**src/rtl/ram_port_arbiter_if.sv**
```systemverilog
// Bundle of requester, grant/return and RAM-side signals for the RAM port arbiter.
// The arbiter uses the slave view; requesters and the RAM model use the master view.
interface ram_port_arbiter_if #(
  parameter int unsigned ADDR_W = 10,
  parameter int unsigned DATA_W = 16
);
  // CPU requester
  logic              cpu_req;
  logic              cpu_we;
  logic [ADDR_W-1:0] cpu_addr;
  logic [DATA_W-1:0] cpu_wdata;
  logic              cpu_grant;
  logic              cpu_rvalid;
  logic [DATA_W-1:0] cpu_rdata;

  // Auxiliary requester
  logic              aux_req;
  logic              aux_we;
  logic [ADDR_W-1:0] aux_addr;
  logic [DATA_W-1:0] aux_wdata;
  logic              aux_grant;
  logic              aux_rvalid;
  logic [DATA_W-1:0] aux_rdata;

  // Shared RAM port
  logic              mem_we;
  logic [ADDR_W-1:0] mem_addr;
  logic [DATA_W-1:0] mem_din;
  logic [DATA_W-1:0] mem_dout;

  modport slave (
    input  cpu_req, cpu_we, cpu_addr, cpu_wdata,
    output cpu_grant, cpu_rvalid, cpu_rdata,
    input  aux_req, aux_we, aux_addr, aux_wdata,
    output aux_grant, aux_rvalid, aux_rdata,
    output mem_we, mem_addr, mem_din,
    input  mem_dout
  );

  modport master (
    output cpu_req, cpu_we, cpu_addr, cpu_wdata,
    input  cpu_grant, cpu_rvalid, cpu_rdata,
    output aux_req, aux_we, aux_addr, aux_wdata,
    input  aux_grant, aux_rvalid, aux_rdata,
    input  mem_we, mem_addr, mem_din,
    output mem_dout
  );
endinterface

```
**src/rtl/ram_port_arbiter.sv**
```systemverilog
// Shares one synchronous-read RAM port between a fixed-priority CPU and an
// auxiliary requester. A starvation counter force-grants aux after STARVE_MAX
// consecutive denied cycles. Read data returns one cycle after the grant.
module ram_port_arbiter #(
  parameter int unsigned ADDR_W     = 10,
  parameter int unsigned DATA_W     = 16,
  parameter int unsigned STARVE_MAX = 4
) (
  input  logic                 clk,
  input  logic                 reset,
  ram_port_arbiter_if.slave    bus,
  output logic [1:0]           owner
);

  localparam int unsigned CntW = 4;
  localparam logic [CntW-1:0] StarveMax = CntW'(STARVE_MAX);

  logic [CntW-1:0]   starve_cnt, starve_cnt_d;
  logic              force_aux;
  // Raw winners feed state; gated grants are what the outside world sees.
  logic              cpu_win, aux_win;
  logic              cpu_gnt, aux_gnt;
  logic              cpu_pend, aux_pend;
  logic [DATA_W-1:0] cpu_hold, aux_hold;

  // Arbitration: CPU has priority unless aux has waited STARVE_MAX cycles.
  always_comb begin
    force_aux = bus.aux_req && (starve_cnt == StarveMax);
    aux_win   = bus.aux_req && (!bus.cpu_req || force_aux);
    cpu_win   = bus.cpu_req && !aux_win;
    // Grants are suppressed while reset is held low.
    aux_gnt   = reset && aux_win;
    cpu_gnt   = reset && cpu_win;
  end

  assign bus.cpu_grant = cpu_gnt;
  assign bus.aux_grant = aux_gnt;

  // RAM port mux: drive the granted requester's access, otherwise all zero.
  always_comb begin
    bus.mem_we   = 1'b0;
    bus.mem_addr = {ADDR_W{1'b0}};
    bus.mem_din  = {DATA_W{1'b0}};
    if (cpu_gnt) begin
      bus.mem_we   = bus.cpu_we;
      bus.mem_addr = bus.cpu_addr;
      bus.mem_din  = bus.cpu_wdata;
    end else if (aux_gnt) begin
      bus.mem_we   = bus.aux_we;
      bus.mem_addr = bus.aux_addr;
      bus.mem_din  = bus.aux_wdata;
    end
  end

  // Starvation counter next state: count denied aux cycles, saturating.
  always_comb begin
    starve_cnt_d = '0;
    if (bus.aux_req && !aux_win) begin
      starve_cnt_d = (starve_cnt == StarveMax) ? starve_cnt : starve_cnt + 4'd1;
    end
  end

  // State registers: counter, last owner, read-return pipeline and hold data.
  always_ff @(posedge clk or negedge reset) begin
    if (!reset) begin
      starve_cnt <= '0;
      owner      <= 2'b00;
      cpu_pend   <= 1'b0;
      aux_pend   <= 1'b0;
      cpu_hold   <= {DATA_W{1'b0}};
      aux_hold   <= {DATA_W{1'b0}};
    end else begin
      starve_cnt <= starve_cnt_d;
      owner      <= {aux_win, cpu_win};
      cpu_pend   <= cpu_win && !bus.cpu_we;
      aux_pend   <= aux_win && !bus.aux_we;
      // Capture the returned word at the end of its valid cycle.
      if (cpu_pend) cpu_hold <= bus.mem_dout;
      if (aux_pend) aux_hold <= bus.mem_dout;
    end
  end

  // Read return: pass RAM data through during the valid cycle, else the held word.
  always_comb begin
    bus.cpu_rvalid = cpu_pend;
    bus.aux_rvalid = aux_pend;
    bus.cpu_rdata  = cpu_pend ? bus.mem_dout : cpu_hold;
    bus.aux_rdata  = aux_pend ? bus.mem_dout : aux_hold;
  end

endmodule

```
**src/flat_wrapper.sv**
```systemverilog
// flat-port wrapper written by rule: the top's interface ports become plain ports
module ram_port_arbiter_flat 
#(
  parameter int unsigned ADDR_W     = 10,
  parameter int unsigned DATA_W     = 16,
  parameter int unsigned STARVE_MAX = 4
)
  (clk, reset, owner, bus_cpu_req, bus_cpu_we, bus_cpu_addr, bus_cpu_wdata, bus_cpu_grant, bus_cpu_rvalid, bus_cpu_rdata, bus_aux_req, bus_aux_we, bus_aux_addr, bus_aux_wdata, bus_aux_grant, bus_aux_rvalid, bus_aux_rdata, bus_mem_we, bus_mem_addr, bus_mem_din, bus_mem_dout);
  ram_port_arbiter_if #(.ADDR_W(ADDR_W), .DATA_W(DATA_W)) bus_i ();
  input  logic clk;
  input  logic reset;
  output logic [1:0] owner;
  input wire logic [$bits(bus_i.cpu_req)-1:0] bus_cpu_req;
  input wire logic [$bits(bus_i.cpu_we)-1:0] bus_cpu_we;
  input wire logic [$bits(bus_i.cpu_addr)-1:0] bus_cpu_addr;
  input wire logic [$bits(bus_i.cpu_wdata)-1:0] bus_cpu_wdata;
  output wire logic [$bits(bus_i.cpu_grant)-1:0] bus_cpu_grant;
  output wire logic [$bits(bus_i.cpu_rvalid)-1:0] bus_cpu_rvalid;
  output wire logic [$bits(bus_i.cpu_rdata)-1:0] bus_cpu_rdata;
  input wire logic [$bits(bus_i.aux_req)-1:0] bus_aux_req;
  input wire logic [$bits(bus_i.aux_we)-1:0] bus_aux_we;
  input wire logic [$bits(bus_i.aux_addr)-1:0] bus_aux_addr;
  input wire logic [$bits(bus_i.aux_wdata)-1:0] bus_aux_wdata;
  output wire logic [$bits(bus_i.aux_grant)-1:0] bus_aux_grant;
  output wire logic [$bits(bus_i.aux_rvalid)-1:0] bus_aux_rvalid;
  output wire logic [$bits(bus_i.aux_rdata)-1:0] bus_aux_rdata;
  output wire logic [$bits(bus_i.mem_we)-1:0] bus_mem_we;
  output wire logic [$bits(bus_i.mem_addr)-1:0] bus_mem_addr;
  output wire logic [$bits(bus_i.mem_din)-1:0] bus_mem_din;
  input wire logic [$bits(bus_i.mem_dout)-1:0] bus_mem_dout;
  assign bus_i.cpu_req = bus_cpu_req;
  assign bus_i.cpu_we = bus_cpu_we;
  assign bus_i.cpu_addr = bus_cpu_addr;
  assign bus_i.cpu_wdata = bus_cpu_wdata;
  assign bus_cpu_grant = bus_i.cpu_grant;
  assign bus_cpu_rvalid = bus_i.cpu_rvalid;
  assign bus_cpu_rdata = bus_i.cpu_rdata;
  assign bus_i.aux_req = bus_aux_req;
  assign bus_i.aux_we = bus_aux_we;
  assign bus_i.aux_addr = bus_aux_addr;
  assign bus_i.aux_wdata = bus_aux_wdata;
  assign bus_aux_grant = bus_i.aux_grant;
  assign bus_aux_rvalid = bus_i.aux_rvalid;
  assign bus_aux_rdata = bus_i.aux_rdata;
  assign bus_mem_we = bus_i.mem_we;
  assign bus_mem_addr = bus_i.mem_addr;
  assign bus_mem_din = bus_i.mem_din;
  assign bus_i.mem_dout = bus_mem_dout;
  ram_port_arbiter #(.ADDR_W(ADDR_W), .DATA_W(DATA_W), .STARVE_MAX(STARVE_MAX)) u_core (.clk(clk), .reset(reset), .bus(bus_i), .owner(owner));
endmodule
```
**config.mk**
```make
export PLATFORM = sky130hd
export DESIGN_NAME = ram_port_arbiter_flat
export DESIGN_NICKNAME = d
export VERILOG_FILES = /design/src/rtl/ram_port_arbiter_if.sv /design/src/rtl/ram_port_arbiter.sv /design/src/flat_wrapper.sv
export SDC_FILE = /design/constraint.sdc
export NUM_CORES = 1
export LEC_CHECK = 0
export CAP_MARGIN = 10
export CORE_MARGIN = 4
export CORE_UTILIZATION = 34
export DETAILED_ROUTE_END_ITERATION = 12
export PLACE_DENSITY = 0.85
export SLEW_MARGIN = 20
export SYNTH_ARGS = -nofsm -noshare
export SYNTH_HDL_FRONTEND = slang
export SYNTH_SLANG_ARGS = --single-unit
```
**constraint.sdc**
```tcl
create_clock -name clk -period 2.5 [get_ports clk]
set_input_delay 0.625 -clock clk [delete_from_list [all_inputs] [get_ports clk]]
set_output_delay 0.625 -clock clk [all_outputs]
set_load 0.01 [all_outputs]
```
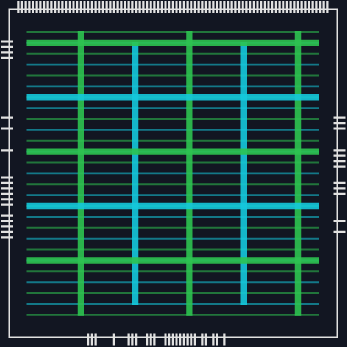
Fig. 1. PDN straps and rails (run 1).
Drawn at 4 px/um. Pins as bars on the die edge.
- cyan: VDD
- green: VSS
- signal pins: 139
- met5 straps: 5
Peak supply drop: 0.000447 V
Core ar.: 5170 um2

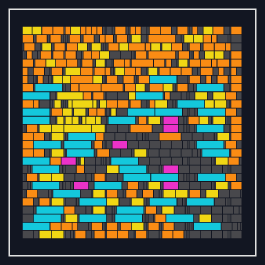
Fig. 2. Cells coloured by class (run 1).
Drawn at 3 px/um. Fill, decap, tap and diode cells in grey.
- yellow: remaining logic cells (cells 80)
- magenta: clock drivers and dummy loads (cells 7)
- cyan: sequential cells (cells 40)
- orange: remaining buffers and delay cells (cells 162)
Core Rows: 26
cell area after layout: 3520 um2
Core Util, Final: 0.681

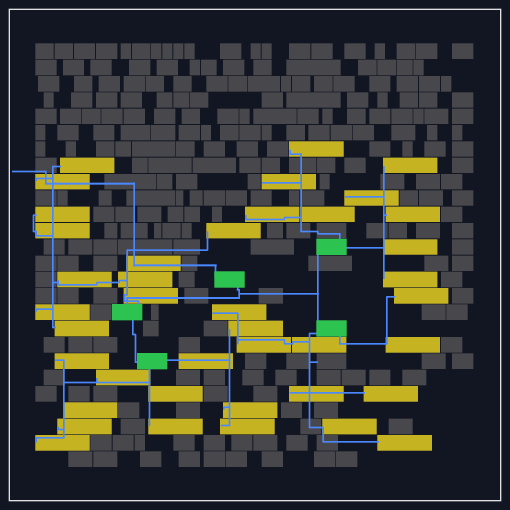
Fig. 3. Clock distribution (run 1).
Drawn at 6 px/um.
- blue: clock wires (length 443 um)
- yellow: flip-flops (count 40)
- green: clock-net drivers (count 5)
- routed clock nets: 6
Clk. pwr: 0.443 mW
power share of the clock group: 0.240
Clk Latency, worst-skew pair: 0.28 ns
Worst Clk Skew: 0.00236 ns

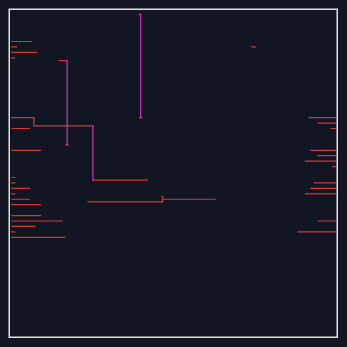
Fig. 4. Wiring by layer (run 1).
Drawn at 4 px/um. Two of the layers only.
- magenta: M4 (wire length 60.5 um)
- red: M3 (wire length 218 um)
vias: 1,716
final wirelength: 6670 um
WL per Instance: 18.6 um

## run 1: cell usage in the layout, fill, tap and decap left out, types with 2 or more instances in the layout
cell type / synthesis / final
a22o_1: 27 / 27
and3_1: 4 / 4
buf_12: 0 / 6
buf_2: 2 / 27
buf_4: 0 / 12
buf_6: 5 / 3
clkbuf_16: 0 / 2
clkbuf_2: 0 / 2
clkbuf_8: 0 / 7
clkdlybuf4s15_1: 0 / 2
clkdlybuf4s50_1: 0 / 105
dfrtp_1: 40 / 40
inv_2: 0 / 2
mux2_2: 32 / 32
nand2_1: 2 / 2
## run 1: timing repair
item / in CTS / in global routing
hold buffers: 0 / 0
gates cloned: 1 / 2
hold endpoints to repair: 0 / 0
setup endpoints to repair: 29 / 25
setup buffers: 9 / 3
resized: 120 / 10
pin swaps: 2 / 19
## run 1: cells in the mapped netlist
cell,n,share of area
dfrtp_1,40,0.54
nand3_1,1,0.0027
and3_4,1,0.0061
nand2b_1,1,0.0034
and2_1,1,0.0034
nor2b_1,1,0.0034
inv_1,2,0.0041
clkbuf_1,2,0.0041
mux2_2,32,0.20
a21boi_4,1,0.010
xnor2_1,1,0.0047
ha_1,2,0.014
and3_1,4,0.014
a21oi_1,1,0.0027
nand2_1,2,0.0041
xor2_1,1,0.0047
buf_2,2,0.0054
buf_6,5,0.031
o21a_1,1,0.0041
a22o_1,27,0.13
nand4b_4,1,0.013
## run 1: worst max-delay path, cell delays in order (launching register included)
cell	delay [ns]
dfrtp_1	0.39
inv_2	0.09
ha_4	0.15
nand4b_4	0.13
a21boi_4	0.24
buf_12	0.15
buf_6	0.09
buf_6	0.09
a22o_1	0.14
buf_2	0.14
## run 1: worst paths after layout
path	to	from
worst min register to register	u_core.aux_hold[9]	u_core.aux_hold[9]
worst max-delay path	bus_mem_din[0]	u_core.starve_cnt[0]
max in group asynchronous	u_core.cpu_hold[1]	reset
worst min-delay path	u_core.starve_cnt[2]	reset
worst max register to register	u_core.bus.cpu_rvalid	u_core.starve_cnt[0]
min in group clk	u_core.aux_hold[9]	u_core.aux_hold[9]
## run 1: layer usage
metal,share of wire,GRT usage,vias up
met1,0.39,0.233,867
met3,0.033,0.0428,6
met5,0,0,-
met4,0.0090,0.0365,0
li1,-,-,804
met2,0.57,0.344,39
## run 1: through the flow
step | setup WS (ns) | power, mW | hold WS, ns | instances | cell area, um2
after floorplan | 0.425 | 1.00 | 0.329 | 129 | 1840
after global placement | -0.573 | 1.40 | 0.479 | 338 | 3360
after detailed placement | -0.609 | 1.42 | 0.484 | 338 | 3360
after CTS | 0.00385 | 1.87 | 0.465 | 355 | 3470
after global routing | -0.127 | 1.96 | 0.482 | 359 | 3520
final | -0.0221 | 1.85 | 0.436 | 359 | 3520
## run 1: registers in the layout, indices dropped and copies added, names as in the netlist
name                   count
u_core.bus.aux_rvalid      1
u_core.cpu_hold           16
u_core.owner               2
u_core.starve_cnt          4
u_core.bus.cpu_rvalid      1
u_core.aux_hold           16
## run 1: report_power, final
group / switching, mW / internal, mW
combinational: 0.238 / 0.401
clock: 0.197 / 0.246
sequential: 0.0255 / 0.738
total: 0.461 / 1.38
==> job_summary.md, run 1 <==
## Synthesis and layout report

| Metric | Value |
|---|---|
| Sum of negative setup slack | `-0.0236 ns` |
| Share of layout cells above drive strength 1 | `0.346` |
| Final net count | `365` |
| Clk Tree Root Cell | `clkbuf_8` |
| Failing checks | `negative setup slack` |
| Synth Seq Share | `0.543` |
| Starting DRC count in detailed routing | `65` |
| Netlist Area Pre-Place | `1840 um2` |
| Relative slew slack | `0.676` |
| Final Hold Vio Count | `0` |
| CP Launch Type | `register` |
| Critical path endpoint category | `output port` |
| Dominant comb cell | `multiplexers` |
| MaxCap Viol Count | `0` |
| Status | `finished with violations` |
| Max Fclk | `396 MHz` |
| # diodes | `0` |
| Final count of negative-setup-slack endpoints | `3` |
| Cell Type Count | `21` |
| Basic Gates by Area | `0.0495` |
| Largest net degree at the start of global routing | `41` |
| CTS tree | `built` |
| GRT Overall Usage | `0.190` |
| #MultiIn Comb | `78` |
| Clk sinks | `40` |
| Reg2Reg Depth | `6` |
| Final WS setup | `-0.0221 ns` |
| Synth Area per Inst | `14.3 um2` |
| N_taps | `70` |
| Core Util at FP | `0.357` |
| Worst Tran Pin Value | `0.485 ns` |
| Pwr/cell area | `524 nW/um2` |
| Bufs w/o clock | `162` |
| Hold WC Path Type | `input pin to async pin` |
==> run 2: changes to the inputs <==
- CTS_CLUSTER_SIZE: unset -> 14
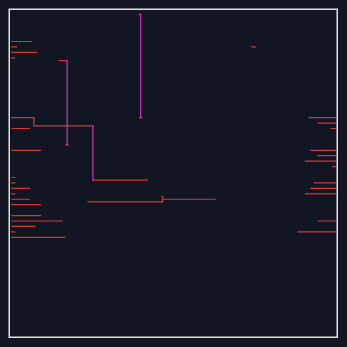
Fig. 5. Wiring by layer (run 2).
Drawn at 4 px/um. Two of the layers only.
- magenta: M4 (wire length 60.5 um)
- red: M3 (wire length 218 um)
GRT Overall Usage: 0.190

==> run 2 against run 1 <==
Synthesized cell count is the same. Critical path depth is the same. Worst setup slack is the same. Sequential cell count is the same. Core utilization is the same. The run still ends with negative setup slack left. Hold slack is the same. Die area is the same. Wire length is the same. Global-route usage is the same. Clock power is essentially flat. Register-to-register slack is essentially flat.
==> job_summary.md, run 2 <==
## Synthesis and layout report

| Metric | Value |
|---|---|
| Status | `finished with violations` |
| Failing checks | `negative setup slack` |
| WL per Instance | `18.6 um (unchanged)` |
| Core Util at FP | `0.357 (unchanged)` |
| Final count of negative-setup-slack endpoints | `3 (unchanged)` |
| Dominant logic cell type in the layout | `clkdlybuf4s50_1` |
| Share of layout cells above drive strength 1 | `0.346 (unchanged)` |
| Core ar. | `5170 um2 (unchanged)` |
| Synth top cell by count | `dfrtp_1` |
| Final WS setup | `-0.0221 ns (unchanged)` |
| GR Util met3 | `0.0428 (unchanged)` |
| GRT busiest layer | `met2` |
| Synth cell count leaders | `dfrtp_1 (40), mux2_2 (32), a22o_1 (27), buf_6 (5), and3_1 (4)` |
| Placed Area | `3360 um2 (unchanged)` |
| Starting DRC count in detailed routing | `65 (unchanged)` |
| Peak supply drop | `0.000447 V (unchanged)` |
| Netlist Area Pre-Place | `1840 um2 (unchanged)` |
| Core Util, Final | `0.681 (unchanged)` |
| Number of enable flip-flop cells | `0 (unchanged)` |
| Ranking of synthesized cells by area | `dfrtp_1 (54%), mux2_2 (20%), a22o_1 (13%)` |
| Synth Seq Share | `0.543 (unchanged)` |
| CTS tree | `built` |
| Final Hold Vio Count | `0 (unchanged)` |
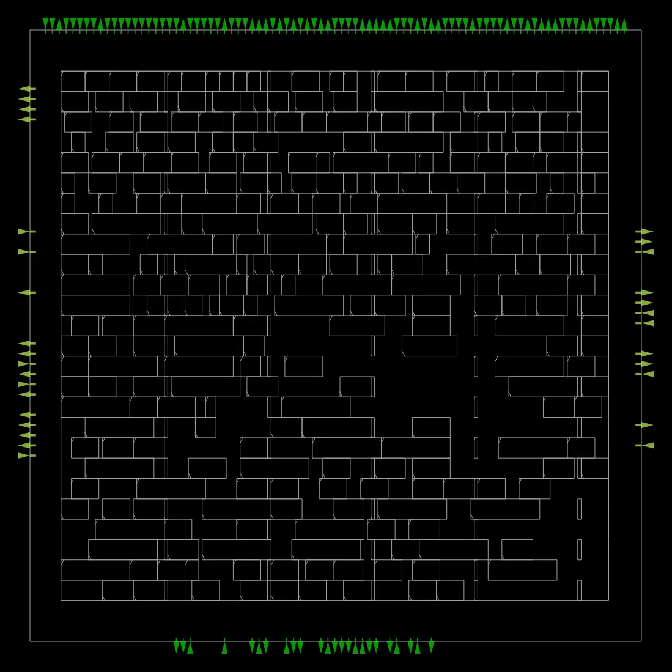
Fig. 6. Placement view (run 2).
n_taps: 70
Finished Layout Cells: 359

## run 2: cell counts after synthesis
No cell type changed its count.
## run 2: what timing repair did
action,CTS,global route
gates resized,120,10
setup endpoints to repair,29,25
cloned,1,2
pin swaps,2,19
buffers inserted,9,3
## run 2: per-stage QoR
stage	hold slack [ns]	power (mW)
after CTS	0.465	1.87
after detailed placement	0.484	1.42
after global placement	0.479	1.40
after floorplan	0.329	1.00
after global routing	0.482	1.96
final	0.436	1.85
## run 2: layout make-up
class	instances	area [um2]	share of cell area
multi-input combinational	78	782	0.222
tap	70	87.6	0.0249
timing repair buffer	162	1550	0.440
sequential	40	1000	0.284
clock buffer	7	96.3	0.0273
inverter	2	7.51	0.00213
## run 2: where the power goes
group | internal (mW) | switching (mW) | total (mW)
Clock | 0.246 | 0.197 | 0.443
Combinational | 0.401 | 0.238 | 0.639
Sequential | 0.738 | 0.0255 | 0.763
Total | 1.38 | 0.461 | 1.85
## run 2: final timing paths
path,start,endpoint,slack (ns),cells after the start
max in group asynchronous,reset,u_core.cpu_hold[1],1.71,2
setup reg to reg,u_core.starve_cnt[0],u_core.bus.cpu_rvalid,1.18,6
hold reg to reg,u_core.aux_hold[9],u_core.aux_hold[9],0.50,1
setup / recovery,u_core.starve_cnt[0],bus_mem_din[0],-0.02,9
min in group clk,u_core.aux_hold[9],u_core.aux_hold[9],0.50,1
hold / removal,reset,u_core.starve_cnt[2],0.44,2
## run 2: per-layer routing
layer,wire length [um],vias up,share of wire
met5,0,-,0
met4,60,0,0.0090
met3,218,6,0.033
met2,3790,39,0.57
met1,2590,867,0.39
li1,-,804,-
## run 2: logic make-up (layout without fill, tap and decap cells)
| family | after synthesis | in the layout | synth area share |
|---|---|---|---|
| AOI/OAI and AO/OA | 30 | 30 | 0.145 |
| xor gates and xnor gates | 2 | 2 | 0.00950 |
| adders and majority gates | 2 | 2 | 0.0136 |
| buffers and inverters | 11 | 171 | 0.0441 |
| DFF | 40 | 40 | 0.543 |
| muxes | 32 | 32 | 0.195 |
| and+or+nand+nor | 12 | 12 | 0.0495 |
## run 2: worst max-delay path, stage by stage, from the launching register on
cell	delay, ns
dfrtp_1	0.39
inv_2	0.09
ha_4	0.15
nand4b_4	0.13
a21boi_4	0.24
buf_12	0.15
buf_6	0.09
buf_6	0.09
a22o_1	0.14
buf_2	0.14
No activity file was given, so power comes from the tool's default toggle rates.
